$ cat config.mk
export PLATFORM = sky130hd
export DESIGN_NAME = axi4_master_flat
export DESIGN_NICKNAME = d
export VERILOG_FILES = /design/src/rtl/axi4_master_if.sv /design/src/rtl/axi4_master.sv /design/src/flat_wrapper.sv
export SDC_FILE = /design/constraint.sdc
export NUM_CORES = 1
export LEC_CHECK = 0
export CAP_MARGIN = 20
export CORE_MARGIN = 4
export CORE_UTILIZATION = 29
export CTS_CLUSTER_SIZE = 28
export DETAILED_ROUTE_END_ITERATION = 10
export PLACE_DENSITY = 0.77
export SYNTH_ARGS = -nofsm -noshare
export SYNTH_HDL_FRONTEND = slang
export SYNTH_SLANG_ARGS = --single-unit
$ cat constraint.sdc
create_clock -name ACLK -period 1.6 [get_ports ACLK]
set_input_delay 0.16 -clock ACLK [delete_from_list [all_inputs] [get_ports ACLK]]
set_output_delay 0.16 -clock ACLK [all_outputs]
set_load 0.01 [all_outputs]
$ cat src/rtl/axi4_master_if.sv
// axi4_master_if: AXI4 read/write channel bundle between the burst initiator
// (master modport) and a memory-mapped slave (slave modport).
//   AW: AWADDR/AWLEN/AWSIZE/AWVALID -> , <- AWREADY
//   W : WDATA/WLAST/WVALID -> , <- WREADY
//   B : <- BRESP/BVALID , BREADY ->
//   AR: ARADDR/ARLEN/ARSIZE/ARVALID -> , <- ARREADY
//   R : <- RDATA/RRESP/RLAST/RVALID , RREADY ->
interface axi4_master_if #(
   parameter int unsigned DATA_WIDTH = 32,
   parameter int unsigned ADDR_WIDTH = 10
);
   logic [ADDR_WIDTH-1:0] AWADDR;
   logic [7:0]            AWLEN;
   logic [2:0]            AWSIZE;
   logic                  AWVALID;
   logic                  AWREADY;

   logic [DATA_WIDTH-1:0] WDATA;
   logic                  WLAST;
   logic                  WVALID;
   logic                  WREADY;

   logic [1:0]            BRESP;
   logic                  BVALID;
   logic                  BREADY;

   logic [ADDR_WIDTH-1:0] ARADDR;
   logic [7:0]            ARLEN;
   logic [2:0]            ARSIZE;
   logic                  ARVALID;
   logic                  ARREADY;

   logic [DATA_WIDTH-1:0] RDATA;
   logic [1:0]            RRESP;
   logic                  RLAST;
   logic                  RVALID;
   logic                  RREADY;

   modport master (
      output AWADDR, AWLEN, AWSIZE, AWVALID, input AWREADY,
      output WDATA, WLAST, WVALID, input WREADY,
      input BRESP, BVALID, output BREADY,
      output ARADDR, ARLEN, ARSIZE, ARVALID, input ARREADY,
      input RDATA, RRESP, RLAST, RVALID, output RREADY
   );

   modport slave (
      input AWADDR, AWLEN, AWSIZE, AWVALID, output AWREADY,
      input WDATA, WLAST, WVALID, output WREADY,
      output BRESP, BVALID, input BREADY,
      input ARADDR, ARLEN, ARSIZE, ARVALID, output ARREADY,
      output RDATA, RRESP, RLAST, RVALID, input RREADY
   );
endinterface

$ cat src/rtl/axi4_master.sv
// axi4_master: command-driven single-burst AXI4 initiator.
// Accepts one read or write burst command, runs the AW/W/B or AR/R handshakes,
// passes write beats from the local feed and read beats to the local sink with
// no added latency, then pulses done with the response code.
// Ports:
//   ACLK, ARESETn (synchronous, active-low)
//   cmd_valid/cmd_ready/cmd_write/cmd_addr/cmd_len : burst command
//   wr_data/wr_valid/wr_ready                      : local write beat feed
//   rd_data/rd_valid/rd_last/rd_ready              : local read beat sink
//   done/done_resp/done_err                        : completion report
//   axi                                            : AXI4 master channels
// Optional feature: define AXI4_MASTER_RANGE_CHECK_EN to reject misaligned or
// out-of-range commands with done_err/SLVERR instead of issuing them.
module axi4_master #(
   parameter int unsigned DATA_WIDTH = 32,
   parameter int unsigned ADDR_WIDTH = 10
) (
   input  logic                  ACLK,
   input  logic                  ARESETn,
   input  logic                  cmd_valid,
   output logic                  cmd_ready,
   input  logic                  cmd_write,
   input  logic [ADDR_WIDTH-1:0] cmd_addr,
   input  logic [7:0]            cmd_len,
   input  logic [DATA_WIDTH-1:0] wr_data,
   input  logic                  wr_valid,
   output logic                  wr_ready,
   output logic [DATA_WIDTH-1:0] rd_data,
   output logic                  rd_valid,
   output logic                  rd_last,
   input  logic                  rd_ready,
   output logic                  done,
   output logic [1:0]            done_resp,
   output logic                  done_err,
   axi4_master_if.master         axi
);

   localparam int unsigned BEAT_BYTES = DATA_WIDTH / 8;
   localparam logic [2:0]  AX_SIZE    = 3'($clog2(BEAT_BYTES));

   typedef enum logic [2:0] {
      IDLE    = 3'd0,
      WR_ADDR = 3'd1,
      WR_DATA = 3'd2,
      WR_RESP = 3'd3,
      RD_ADDR = 3'd4,
      RD_DATA = 3'd5
   } state_t;

   state_t                state, state_nxt;
   logic [ADDR_WIDTH-1:0] addr_q;
   logic [7:0]            len_q;
   logic [7:0]            beat_cnt;
   logic [1:0]            resp_acc;

   logic                  cmd_hs_c;
   logic                  cmd_bad_c;
   logic                  last_c;
   logic                  w_hs_c;
   logic                  b_hs_c;
   logic                  r_hs_c;
   logic                  r_end_c;
   logic [1:0]            rresp_max_c;

   // Handshake and beat-tracking terms shared by the FSM and datapath
   assign cmd_hs_c    = cmd_valid && cmd_ready;
   assign last_c      = (beat_cnt == len_q);
   assign w_hs_c      = (state == WR_DATA) && wr_valid && axi.WREADY;
   assign b_hs_c      = (state == WR_RESP) && axi.BVALID;
   assign r_hs_c      = (state == RD_DATA) && axi.RVALID && rd_ready;
   // A read burst ends on whichever comes first: slave RLAST or our own count
   assign r_end_c     = r_hs_c && (axi.RLAST || last_c);
   assign rresp_max_c = (axi.RRESP > resp_acc) ? axi.RRESP : resp_acc;

`ifdef AXI4_MASTER_RANGE_CHECK_EN
   // Extra headroom so the end address cannot wrap while being compared
   localparam int unsigned EXT_W = ADDR_WIDTH + 12;

   logic [EXT_W-1:0] cmd_end_c;
   logic             cmd_misaligned_c;

   assign cmd_misaligned_c = (cmd_addr & ADDR_WIDTH'(BEAT_BYTES - 1)) != '0;
   assign cmd_end_c        = EXT_W'(cmd_addr)
                           + ((EXT_W'(cmd_len) + EXT_W'(1)) * EXT_W'(BEAT_BYTES));
   assign cmd_bad_c        = cmd_misaligned_c
                           || (cmd_end_c > (EXT_W'(1) << ADDR_WIDTH));
`else
   assign cmd_bad_c = 1'b0;
`endif

   // State register
   always_ff @(posedge ACLK) begin
      if (!ARESETn) begin
         state <= IDLE;
      end else begin
         state <= state_nxt;
      end
   end

   // Next-state logic
   always_comb begin
      state_nxt = state;
      case (state)
         IDLE: begin
            if (cmd_hs_c && !cmd_bad_c) begin
               state_nxt = cmd_write ? WR_ADDR : RD_ADDR;
            end
         end
         WR_ADDR: if (axi.AWREADY) state_nxt = WR_DATA;
         WR_DATA: if (w_hs_c && last_c) state_nxt = WR_RESP;
         WR_RESP: if (axi.BVALID) state_nxt = IDLE;
         RD_ADDR: if (axi.ARREADY) state_nxt = RD_DATA;
         RD_DATA: if (r_end_c) state_nxt = IDLE;
         default: state_nxt = IDLE;
      endcase
   end

   // Channel outputs; address/len come straight from the captured command so
   // they stay stable for as long as VALID is held
   always_comb begin
      cmd_ready   = 1'b0;
      wr_ready    = 1'b0;
      rd_valid    = 1'b0;
      rd_data     = axi.RDATA;
      rd_last     = axi.RLAST;
      axi.AWADDR  = addr_q;
      axi.AWLEN   = len_q;
      axi.AWSIZE  = AX_SIZE;
      axi.AWVALID = 1'b0;
      axi.WDATA   = wr_data;
      axi.WLAST   = 1'b0;
      axi.WVALID  = 1'b0;
      axi.BREADY  = 1'b0;
      axi.ARADDR  = addr_q;
      axi.ARLEN   = len_q;
      axi.ARSIZE  = AX_SIZE;
      axi.ARVALID = 1'b0;
      axi.RREADY  = 1'b0;
      case (state)
         // Held off while reset is asserted so no command is offered early
         IDLE:    cmd_ready = ARESETn;
         WR_ADDR: axi.AWVALID = 1'b1;
         WR_DATA: begin
            axi.WVALID = wr_valid;
            axi.WLAST  = last_c;
            wr_ready   = axi.WREADY;
         end
         WR_RESP: axi.BREADY = 1'b1;
         RD_ADDR: axi.ARVALID = 1'b1;
         RD_DATA: begin
            axi.RREADY = rd_ready;
            rd_valid   = axi.RVALID;
         end
         default: ;
      endcase
   end

   // Command capture, beat counter, response accumulation and completion
   always_ff @(posedge ACLK) begin
      if (!ARESETn) begin
         addr_q    <= '0;
         len_q     <= '0;
         beat_cnt  <= '0;
         resp_acc  <= '0;
         done      <= 1'b0;
         done_resp <= 2'b00;
         done_err  <= 1'b0;
      end else begin
         done     <= 1'b0;
         done_err <= 1'b0;
         if (cmd_hs_c) begin
            addr_q   <= cmd_addr;
            len_q    <= cmd_len;
            beat_cnt <= '0;
            resp_acc <= 2'b00;
            // Rejected commands complete immediately with SLVERR
            if (cmd_bad_c) begin
               done      <= 1'b1;
               done_err  <= 1'b1;
               done_resp <= 2'b10;
            end
         end
         if (w_hs_c) begin
            beat_cnt <= beat_cnt + 8'd1;
         end
         if (b_hs_c) begin
            done      <= 1'b1;
            done_resp <= axi.BRESP;
         end
         if (r_hs_c) begin
            beat_cnt <= beat_cnt + 8'd1;
            resp_acc <= rresp_max_c;
         end
         if (r_end_c) begin
            done      <= 1'b1;
            done_resp <= rresp_max_c;
            // Slave RLAST and our expected length must agree on the final beat
            done_err  <= axi.RLAST != last_c;
         end
      end
   end

endmodule

$ cat src/flat_wrapper.sv
// flat-port wrapper written by rule: the top's interface ports become plain ports
module axi4_master_flat 
#(
   parameter int unsigned DATA_WIDTH = 32,
   parameter int unsigned ADDR_WIDTH = 10
)
  (ACLK, ARESETn, cmd_valid, cmd_ready, cmd_write, cmd_addr, cmd_len, wr_data, wr_valid, wr_ready, rd_data, rd_valid, rd_last, rd_ready, done, done_resp, done_err, axi_AWADDR, axi_AWLEN, axi_AWSIZE, axi_AWVALID, axi_AWREADY, axi_WDATA, axi_WLAST, axi_WVALID, axi_WREADY, axi_BRESP, axi_BVALID, axi_BREADY, axi_ARADDR, axi_ARLEN, axi_ARSIZE, axi_ARVALID, axi_ARREADY, axi_RDATA, axi_RRESP, axi_RLAST, axi_RVALID, axi_RREADY);
  axi4_master_if #(.DATA_WIDTH(DATA_WIDTH), .ADDR_WIDTH(ADDR_WIDTH)) axi_i ();
  input  logic ACLK;
  input  logic ARESETn;
  input  logic cmd_valid;
  output logic cmd_ready;
  input  logic cmd_write;
  input  logic [ADDR_WIDTH-1:0] cmd_addr;
  input  logic [7:0] cmd_len;
  input  logic [DATA_WIDTH-1:0] wr_data;
  input  logic wr_valid;
  output logic wr_ready;
  output logic [DATA_WIDTH-1:0] rd_data;
  output logic rd_valid;
  output logic rd_last;
  input  logic rd_ready;
  output logic done;
  output logic [1:0] done_resp;
  output logic done_err;
  output wire logic [$bits(axi_i.AWADDR)-1:0] axi_AWADDR;
  output wire logic [$bits(axi_i.AWLEN)-1:0] axi_AWLEN;
  output wire logic [$bits(axi_i.AWSIZE)-1:0] axi_AWSIZE;
  output wire logic [$bits(axi_i.AWVALID)-1:0] axi_AWVALID;
  input wire logic [$bits(axi_i.AWREADY)-1:0] axi_AWREADY;
  output wire logic [$bits(axi_i.WDATA)-1:0] axi_WDATA;
  output wire logic [$bits(axi_i.WLAST)-1:0] axi_WLAST;
  output wire logic [$bits(axi_i.WVALID)-1:0] axi_WVALID;
  input wire logic [$bits(axi_i.WREADY)-1:0] axi_WREADY;
  input wire logic [$bits(axi_i.BRESP)-1:0] axi_BRESP;
  input wire logic [$bits(axi_i.BVALID)-1:0] axi_BVALID;
  output wire logic [$bits(axi_i.BREADY)-1:0] axi_BREADY;
  output wire logic [$bits(axi_i.ARADDR)-1:0] axi_ARADDR;
  output wire logic [$bits(axi_i.ARLEN)-1:0] axi_ARLEN;
  output wire logic [$bits(axi_i.ARSIZE)-1:0] axi_ARSIZE;
  output wire logic [$bits(axi_i.ARVALID)-1:0] axi_ARVALID;
  input wire logic [$bits(axi_i.ARREADY)-1:0] axi_ARREADY;
  input wire logic [$bits(axi_i.RDATA)-1:0] axi_RDATA;
  input wire logic [$bits(axi_i.RRESP)-1:0] axi_RRESP;
  input wire logic [$bits(axi_i.RLAST)-1:0] axi_RLAST;
  input wire logic [$bits(axi_i.RVALID)-1:0] axi_RVALID;
  output wire logic [$bits(axi_i.RREADY)-1:0] axi_RREADY;
  assign axi_AWADDR = axi_i.AWADDR;
  assign axi_AWLEN = axi_i.AWLEN;
  assign axi_AWSIZE = axi_i.AWSIZE;
  assign axi_AWVALID = axi_i.AWVALID;
  assign axi_i.AWREADY = axi_AWREADY;
  assign axi_WDATA = axi_i.WDATA;
  assign axi_WLAST = axi_i.WLAST;
  assign axi_WVALID = axi_i.WVALID;
  assign axi_i.WREADY = axi_WREADY;
  assign axi_i.BRESP = axi_BRESP;
  assign axi_i.BVALID = axi_BVALID;
  assign axi_BREADY = axi_i.BREADY;
  assign axi_ARADDR = axi_i.ARADDR;
  assign axi_ARLEN = axi_i.ARLEN;
  assign axi_ARSIZE = axi_i.ARSIZE;
  assign axi_ARVALID = axi_i.ARVALID;
  assign axi_i.ARREADY = axi_ARREADY;
  assign axi_i.RDATA = axi_RDATA;
  assign axi_i.RRESP = axi_RRESP;
  assign axi_i.RLAST = axi_RLAST;
  assign axi_i.RVALID = axi_RVALID;
  assign axi_RREADY = axi_i.RREADY;
  axi4_master #(.DATA_WIDTH(DATA_WIDTH), .ADDR_WIDTH(ADDR_WIDTH)) u_core (.ACLK(ACLK), .ARESETn(ARESETn), .cmd_valid(cmd_valid), .cmd_ready(cmd_ready), .cmd_write(cmd_write), .cmd_addr(cmd_addr), .cmd_len(cmd_len), .wr_data(wr_data), .wr_valid(wr_valid), .wr_ready(wr_ready), .rd_data(rd_data), .rd_valid(rd_valid), .rd_last(rd_last), .rd_ready(rd_ready), .done(done), .done_resp(done_resp), .done_err(done_err), .axi(axi_i));
endmodule
class_map.png
(3 px per µm)
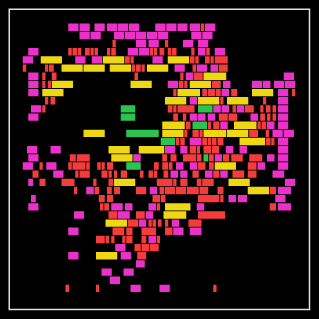
[yellow] registers | cells: 35
[red] remaining logic cells | cells: 187
[magenta] remaining buffers and delay cells | cells: 126
[green] clock drivers and dummy loads | cells: 8
fin area: 3250 µm²
Seq area share: 22.1%
core area: 8180 µm²
Row Count: 33

layers.png
(4 px per µm) Only two layers are drawn.
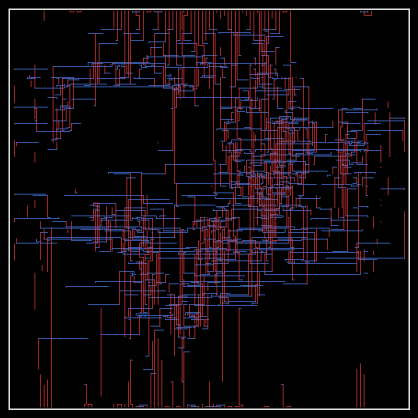
[red] M2 | wire length: 3,200 µm
[blue] M1 | wire length: 2,570 µm

placed.png
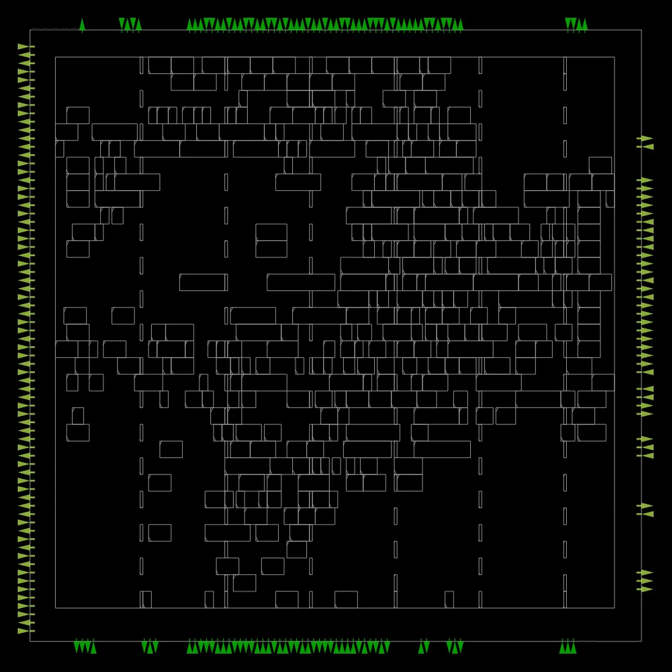
# Taps: 105
Fill cells: 817
Non-Filler Instances: 461

==> flow_metrics.env <==
# physical design summary
export IMPL_dp_hpwl_um=5060
export IMPL_pg_clk_uw=833
export IMPL_ys_cells=318
export IMPL_min_path_type="input pin to output pin"
export IMPL_dp_slack_ns=-0.421
export IMPL_cp_buffers_inverters=1
export IMPL_synth_seq_cells=35
export IMPL_synthCells=318
export IMPL_swShare_pct=34.2
export IMPL_r2r_cells=9
export IMPL_postRouteAntennaNets=0
export IMPL_worstPathArrival_ns=2.09
export IMPL_criticalPathCategory="register to register"
export IMPL_p_per_area_nw_per_um2=1250
export IMPL_slew_viol_final=0
export IMPL_die_area_um2=9920
export IMPL_crit_top_cell="nand2_4"
export IMPL_cts_resized=24
export IMPL_wl_per_cell_um=14.1
export IMPL_cts_buffer_depth=2
export IMPL_warning_count=30
export IMPL_grt_pass1_vias=2149
export IMPL_combPwrFrac_pct=50.0
export IMPL_cts_tree="yes"
export IMPL_initCoreUtil_pct=29.8
export IMPL_drtPass1Iterations=4
export IMPL_clock_latency_ns=0.28
export IMPL_rrSetupSlack_ns=-0.28
export IMPL_pg_seq_uw=1200
export IMPL_cts_hold_buf=0
export IMPL_min_to="axi_WDATA[18]"
export IMPL_intPower_uw=2680
export IMPL_synth_area_um2=2430
export IMPL_drive_gt1_share_pct=23.0
export IMPL_yosys_warnings=0
export IMPL_path_clk_slew_ns=0.08
export IMPL_crit_required_ns=1.80
export IMPL_worstReg2RegStart="u_core.beat_cnt[7]"
export IMPL_yosysSeqAreaShare_pct=28.8
export IMPL_violations="negative setup slack"
export IMPL_ys_sh_mux_pct=0.823
export IMPL_root_buffer="clkbuf_8"
export IMPL_drv_cap=0
export IMPL_cp_max_fo=5
export IMPL_cts_setup_buffers=5
export IMPL_top_logic_kind="buffers and inverters"
export IMPL_start_kind="register"
export IMPL_syn_area_per_cell_um2=7.65
export IMPL_slowest_stage="dfxtp_2"
export IMPL_power_leakage_uw=0.00144
export IMPL_grt_use_total_pct=12.4
export IMPL_htreeDepth=2
export IMPL_p_seq_share_pct=29.6
export IMPL_hold_viol=0
export IMPL_die_x_um=99.6
export IMPL_areaGrowthSynthToFinish_pct=33.6
export IMPL_slowest_delay_ns=0.34
export IMPL_die_h_um=99.6
export IMPL_drt_iter0_drc=75
export IMPL_fin_crit_sh_pct=118
export IMPL_finalCriticalPeriod_ns=1.88
export IMPL_switchingPower_uw=1390
export IMPL_ys_sh_simple_pct=23.2
export IMPL_ys_sh_aoi_pct=9.82
export IMPL_adder_share_pct=2.57
export IMPL_yosysChipArea_um2=2430
export IMPL_via_per_inst=4.62
export IMPL_hp_start="wr_data[18]"
export IMPL_grt_setup_unrepaired="true"
export IMPL_fmax_mhz=531
export IMPL_rr_endpoint="u_core.done_resp[0]"
export IMPL_power_total_uw=4070
export IMPL_place_gp_congestion=0.771
export IMPL_clkSinkCount=35
export IMPL_crit_path_cell_trace="xor2_1 > nor4_2 > buf_4 > nand2_4 > ha_4 > nor2_4 > nand2_4 > or2_0 > a31oi_1"
export IMPL_grt_overflow=0
export IMPL_grt_pass1_wl_um=10100
export IMPL_cts_buffers=5
export IMPL_status="finished with violations"
export IMPL_setup_ws_ns=-0.285
export IMPL_grt_max_degree=20
export IMPL_largest_reg_flops=10
export IMPL_cp_top_family="simple AND/OR/NAND/NOR gates"
export IMPL_drcViolationCount=0
export IMPL_antenna_found_initial=0
export IMPL_peakVddDrop_mv=0.426
export IMPL_ys_sh_xor_pct=3.60
export IMPL_io_buffers=83
export IMPL_antennaDiodeCount=0
export IMPL_io_pins=218
export IMPL_finalSetupViolations=7
export IMPL_nNetsFinal=458
m3.png
(4 px per µm)
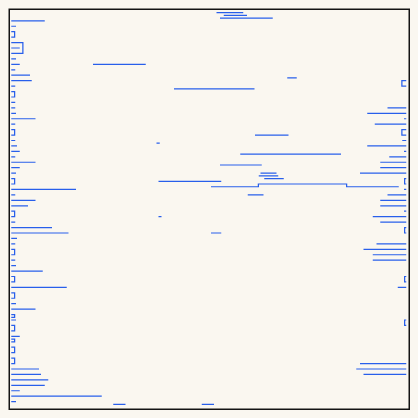
wire length on this layer: 594 µm
nets with wire on the layer: 94
share of all routed wire: 9.1%
main direction: horizontal
longest straight run: 24.8 µm
Vias: 2,128
Post-Route WL: 6510 µm
GRT met3 Usage: 4.49%

ff_map.png
(6 px per µm)
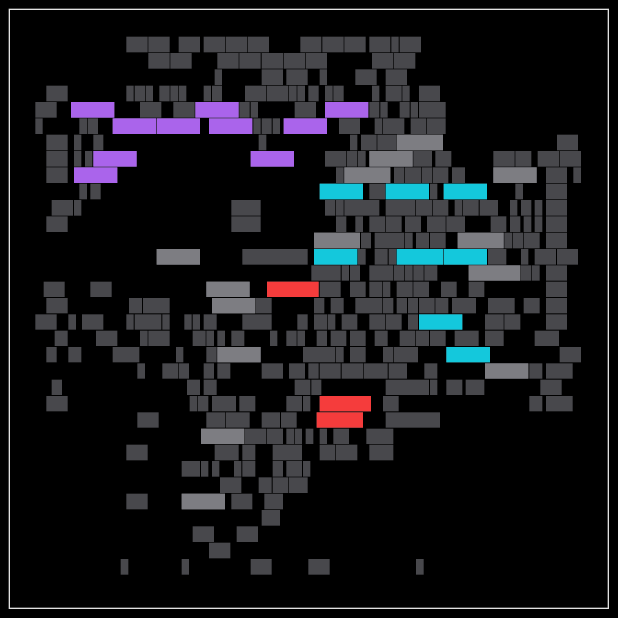
[purple] `u_core.axi.ARADDR` | placed flops: 10
[cyan] `u_core.beat_cnt` | placed flops: 8
[red] `u_core.state` | placed flops: 3
not coloured: 14

through the flow:
step | area, µm² | std cells | utilization, % | hold WS (ns) | TNS [ns]
after global routing | 3250 | 461 | 39.8 | 0.320 | -2.55
after detailed placement | 2980 | 446 | 36.4 | 0.320 | -3.22
after global placement | 2980 | 446 | 36.4 | 0.320 | -2.04
after CTS | 3190 | 459 | 39.0 | 0.320 | -2.38
after floorplan | 2470 | 322 | - | 0.259 | -0.145
final | 3250 | 461 | 39.8 | 0.320 | -1.63
cell usage after synthesis:
library cell,n,area (µm²)
nand4_1,2,12.5
inv_1,8,30.0
nand3b_1,5,37.5
nor3b_1,1,7.51
and3_1,6,37.5
mux2i_1,2,20.0
o21ai_0,14,70.1
buf_4,91,683
o22ai_1,2,12.5
nand3_1,16,80.1
o211a_1,1,10.0
conb_1,2,7.51
a2bb2oi_1,2,17.5
o21a_1,1,7.51
or2_0,1,6.26
or3b_4,1,11.3
o211ai_1,1,7.51
nor4_1,2,12.5
o22ai_4,1,20.0
and3b_1,1,8.76
nor3_2,1,10.0
clkbuf_1,4,15.0
a211oi_1,1,7.51
a311oi_1,1,8.76
nor2b_1,1,6.26
ha_1,5,62.6
buf_1,1,3.75
nor4b_1,1,8.76
o221ai_1,1,8.76
a31oi_1,3,18.8
and2_1,9,56.3
buf_2,4,20.0
nand2_1,52,195
nor3_1,2,10.0
dfxtp_1,35,701
xor2_1,10,87.6
nor2_1,17,63.8
a21oi_1,10,50.1
worst max-delay path by stage:
stage / startpoint / endpoint / slack (ns) / cells after the start
3_3_place_gp: u_core.beat_cnt[7] / axi_WLAST / -0.33 / 6
4_1_cts: u_core.axi.ARLEN[1] / axi_WLAST / -0.32 / 6
2_1_floorplan: u_core.axi.ARLEN[2] / u_core.done_resp[0] / -0.09 / 8
5_1_grt: u_core.beat_cnt[7] / u_core.done_resp[0] / -0.43 / 9
6_report: u_core.beat_cnt[7] / u_core.done_resp[0] / -0.28 / 9
3_5_place_dp: u_core.beat_cnt[7] / u_core.done_resp[0] / -0.42 / 9
per-layer routing:
metal / up-vias / track usage (%) / share of wire, %
met5: - / 0 / 0
met4: 0 / 4.73 / 2.1
met3: 23 / 4.49 / 9.1
met2: 92 / 21.9 / 49
met1: 989 / 13.4 / 40
li1: 1024 / - / -
layout by cell type (no fill, tap or decap), drive strengths merged, types with 2 or more instances in the layout:
cell type / count
clkdlybuf4s50: 74
nand2: 52
buf: 44
dfxtp: 35
nor2: 17
nand3: 16
o21ai: 14
xor2: 10
a21oi: 10
and2: 9
inv: 8
clkbuf: 8
and3: 6
conb: 6
nand3b: 5
ha: 5
a31oi: 3
o22ai: 3
nor3: 3
nor4: 2
mux2i: 2
nand4: 2
a2bb2oi: 2
clkdlybuf4s15: 2
dlygate4sd2: 2
dlymetal6s2s: 2
layout make-up:
type / instances / area [µm²] / area share [%]
Clock inverter: 2 / 35.0 / 1.08
Clock buffer: 6 / 82.6 / 2.54
Timing Repair Buffer: 126 / 1160 / 35.7
Multi-Input combinational cell: 179 / 1090 / 33.6
Inverter: 8 / 30.0 / 0.923
Sequential cell: 35 / 719 / 22.1
Tap cell: 105 / 131 / 4.04
